==> config.mk <==
export PLATFORM = sky130hd
export DESIGN_NAME = hm_tx_sched
export DESIGN_NICKNAME = d
export VERILOG_FILES = /design/src/rtl/hm_tx_sched.sv
export SDC_FILE = /design/constraint.sdc
export NUM_CORES = 1
export LEC_CHECK = 0
export CAP_MARGIN = 20
export CORE_UTILIZATION = 30
export CTS_BUF_LIST = sky130_fd_sc_hd__clkbuf_4
export DETAILED_ROUTE_END_ITERATION = 10
export PLACE_DENSITY_LB_ADDON = 0.05
export SETUP_SLACK_MARGIN = 0.05
export SYNTH_ARGS = -nofsm -noshare
export SYNTH_HDL_FRONTEND = slang
export SYNTH_SLANG_ARGS = --single-unit
export TNS_END_PERCENT = 100
==> constraint.sdc <==
create_clock -name io_in -period 3.1 [get_ports io_in]
set_input_delay 0.62 -clock io_in [delete_from_list [all_inputs] [get_ports io_in]]
set_output_delay 0.62 -clock io_in [all_outputs]
set_load 0.005 [all_outputs]
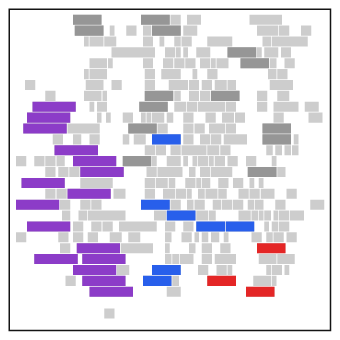
(run_1/registers.png)
(4 px per um)
Blue is shift_reg, flops 7. Red is bit_cnt_reg, flops 3. Purple is mem_reg, flops 16.
Flop area: 961 um^2
post-layout utilization of the core: 50.3%

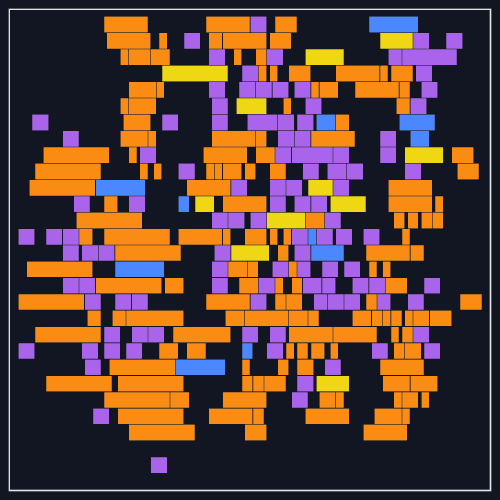
(run_1/drive_strength.png)
(6 px per um)
Purple is drive 3 to 4, cells 106. Yellow is drive 6 and up, cells 11. Blue is drive 2, cells 11. Orange is drive 1 or less, cells 150.
Finished Cell Area: 0.00296 mm^2
Area growth syn-to-layout: 62.5%
Worst Setup Slack, final: -0.122 ns

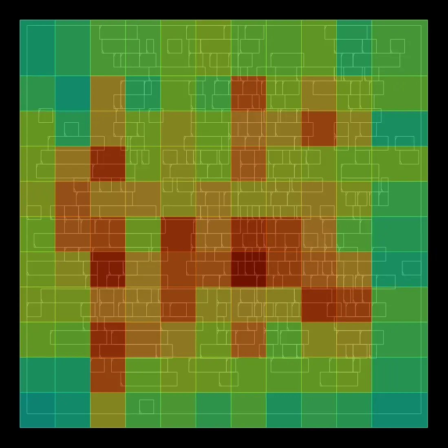
(run_1/final_congestion.png)
routing usage on met3: 28.3%
GRT Overall Usage: 23.8%
M2 GR Usage: 23.4%

==> flow_summary.json, run 1 <==
{
  "outcome": "finished with violations",
  "violations": "negative hold slack, negative setup slack",
  "fp.coreArea_mm2": 0.00589,
  "setup-violations-final": 1,
  "async_flop_share_pct": 0,
  "synth.most_common_cell": "dfxtp_1",
  "hold_depth": 2,
  "ios": 16,
  "top_area_share_pct": 26.4,
  "ant_nets": 0,
  "largest_register_ffs": 16,
  "fin_skew_ns": 0.00758,
  "wl_per_cell_um": 16.1,
  "antenna_found_initial": 0,
  "fin_hold_ws_ns": -0.0254,
  "common_cells": "dfxtp_1 (24), edfxtp_1 (16), inv_1 (13), nor2_1 (13), a21oi_1 (11)",
  "grt_max_degree": 14,
  "hp-class": "clock port to register",
  "openroad.warnings": 89,
  "dr.pass1.iters": 7,
  "drt_iter0_markers": 188,
  "grt.overflow.total": 0,
  "cp-end-kind": "register",
  "grt_pass1_wl_mm": 10.5,
  "vias": 1754,
  "final-hold-violation-count": 16,
  "topCellsByArea": "dfxtp_1 (26%), edfxtp_1 (26%), ha_1 (5.5%)",
  "synth_flops": 40,
  "crit_cells": 13,
  "ys_chip_area_mm2": 0.00182,
  "layout_setup_ws_ns": -0.122,
  "slew_viol_final": 0,
  "avgSynthCellArea_um2": 11.6,
  "path_clk_slew_ns": 0.13
}
-- run 1: what timing repair did --
action,CTS,global route
gates resized,10,9
setup endpoints to repair,12,2
pin swaps,6,6
buffers inserted,8,5
endpoints found under the hold margin,0,0
-- run 1: cell usage in the layout, fill, tap and decap left out, types with 2 or more instances in the layout --
cell type / count
nand2_1: 2
or3_1: 2
ha_1: 7
inv_1: 20
mux4_1: 2
bufinv_8: 4
a211oi_1: 2
inv_4: 5
xor2_1: 7
o21ai_0: 7
a21oi_1: 10
o31a_1: 2
o21a_1: 2
and3_1: 5
clkbuf_4: 81
xnor2_1: 3
nor3_1: 2
o221ai_1: 2
clkdlybuf4s50_1: 8
clkinvlp_2: 2
edfxtp_1: 16
nand3_1: 3
dfxtp_1: 24
mux4_2: 3
mux2i_1: 5
nor2_1: 13
buf_8: 2
buf_4: 14
-- run 1: layer usage --
metal / wire length, um / track usage (%)
met5: 0 / 10.9
met4: 404 / 39.6
met3: 694 / 28.3
met2: 2760 / 23.4
met1: 1820 / 15.9
-- run 1: area by class of cell --
cell class	count	area (um^2)	area share [%]
Sequential cell	40	961	32.4
Multi-Input combinational cell	94	798	26.9
Clock buffer	99	768	25.9
Clock inverter	27	224	7.56
Tap cell	75	93.8	3.17
Timing Repair Buffer	8	80.1	2.70
Inverter	10	37.5	1.27
-- run 1: stage by stage --
step | cells | instance area [um^2]
after floorplan | 157 | 1850
after global placement | 230 | 1960
after detailed placement | 230 | 1960
after CTS | 350 | 2930
after global routing | 353 | 2960
final | 353 | 2960
-- run 1: logic make-up after synthesis --
group                    count (synthesis)  share of synthesized area (%)
flip-flops                              40                           52.7
multiplexers                            10                           9.33
adder cells (fa/ha/maj)                  9                           6.59
AND-OR/OR-AND                           29                           10.0
AND/OR/NAND/NOR                         35                           9.95
XOR/XNOR                                11                           5.29
buffers and inverters                   23                           6.11
==> run_1/zoom.png <==
Region (27, 27) to (52, 52) um. Cells in gray, sequential cells in the stronger gray; small squares are vias.
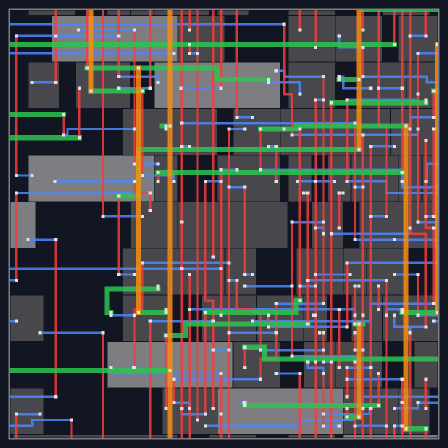

==> run 2: changes to the inputs <==
--- a/config.mk
+++ b/config.mk
@@ -7,7 +7,7 @@
 export LEC_CHECK = 0
 export CAP_MARGIN = 20
 export CORE_UTILIZATION = 30
-export CTS_BUF_LIST = sky130_fd_sc_hd__clkbuf_4
+export CTS_BUF_LIST = sky130_fd_sc_hd__clkbuf_4 sky130_fd_sc_hd__clkbuf_8
 export DETAILED_ROUTE_END_ITERATION = 10
 export PLACE_DENSITY_LB_ADDON = 0.05
 export SETUP_SLACK_MARGIN = 0.05
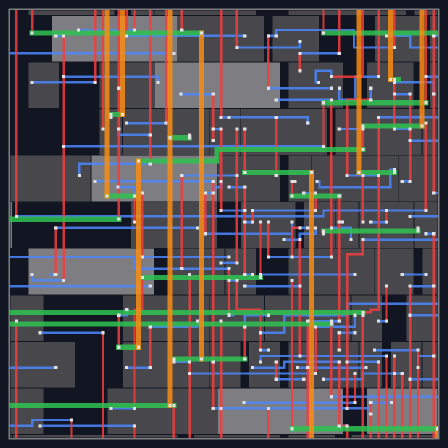
(run_2/zoom.png)
Region (27, 27) to (52, 52) um. Cells in gray, sequential cells in the stronger gray; small squares are vias.
Orange is met4. Green is met3. Blue is met1. Red is met2.
Most frequent: clkbuf_8 (12), dfxtp_1 (6), inv_1 (4). Sequential cells in the window: 6. 45 logic cells have their middle in the window.

==> flow_summary.json, run 2 <==
{
  "layout_setup_ws_ns": -0.202,
  "use_met3_pct": 25.7,
  "use_met1_pct": 14.0,
  "drt_iter0_markers": 122,
  "grt_max_degree": 14,
  "layout_top_cells": "clkbuf_8 (78), dfxtp_1 (24), inv_1 (21)",
  "slew_viol_final": 0,
  "synth_flops": 40,
  "lay_top_count": "clkbuf_8",
  "hold_depth": 2,
  "outcome": "finished with violations",
  "antenna_found_initial": 0,
  "violations": "negative setup slack",
  "dp_cells": 230,
  "hp-class": "clock port to register",
  "wl_per_cell_um": 16.3,
  "setup-violations-final": 1,
  "final-hold-violation-count": 0,
  "topCellsByArea": "dfxtp_1 (26%), edfxtp_1 (26%), ha_1 (5.5%)",
  "grt_pass1_wl_mm": 9.92,
  "ys_chip_area_mm2": 0.00182,
  "final_cells": 350,
  "vias": 1737,
  "gr-usage-all-layers_pct": 21.3,
  "largest_register_ffs": 16,
  "fp.coreArea_mm2": 0.00589,
  "openroad.warnings": 95,
  "avgSynthCellArea_um2": 11.6
}
run 2: cell counts after synthesis:
Identical to the previous run, type by type.
run 2: cell families (layout without fill, tap and decap cells):
logic type               count (synthesis)  in the layout  synth area share [%]
buffers and inverters                   23            141                  6.11
adder cells (fa/ha/maj)                  9              9                  6.59
AND-OR/OR-AND                           29             29                  10.0
flip-flops                              40             40                  52.7
AND/OR/NAND/NOR                         35             35                  9.95
multiplexers                            10             10                  9.33
XOR/XNOR                                11             11                  5.29
run 2: area by class of cell:
| class | count | area share, % |
|---|---|---|
| multi-input cells | 94 | 23.9 |
| flip-flops and latches | 40 | 28.2 |
| repair buffers | 8 | 2.35 |
| well taps | 75 | 2.76 |
| inverters | 10 | 1.10 |
| clock inverters | 25 | 5.11 |
| clock buffers | 98 | 36.5 |
run 2: critical path: cells and delay by family:
family	cells	cell delay, ns
xor gates and xnor gates	1	0.16
adders and majority gates	2	0.53
AOI/OAI and AO/OA	1	0.13
and+or+nand+nor	3	0.61
buffers and inverters	6	0.55
run 2: per-layer routing:
layer / up-vias / wire length, um
li1: 769 / -
met1: 792 / 1960
met2: 122 / 2690
met3: 54 / 654
met4: 0 / 412
met5: - / 0
run 2: stage by stage:
| step | TNS [ns] | instance area [um^2] | hold slack [ns] | setup slack [ns] |
|---|---|---|---|---|
| 3_5_place_dp | -0.0775 | 1960 | 0.0691 | -0.0775 |
| 4_1_cts | -0.339 | 3380 | 0.0141 | -0.339 |
| 3_3_place_gp | -0.0762 | 1960 | 0.0691 | -0.0762 |
| 2_1_floorplan | -0.0651 | 1850 | 0.0989 | -0.0651 |
| 6_report | -0.202 | 3400 | 0.0150 | -0.202 |
| 5_1_grt | -0.283 | 3400 | 0.00541 | -0.283 |
run 2: repair_timing:
action / 4_1_cts / 5_1_grt
pin swaps: 6 / 5
setup endpoints to repair: 22 / 2
buffers inserted: 8 / 2
resized: 6 / 9
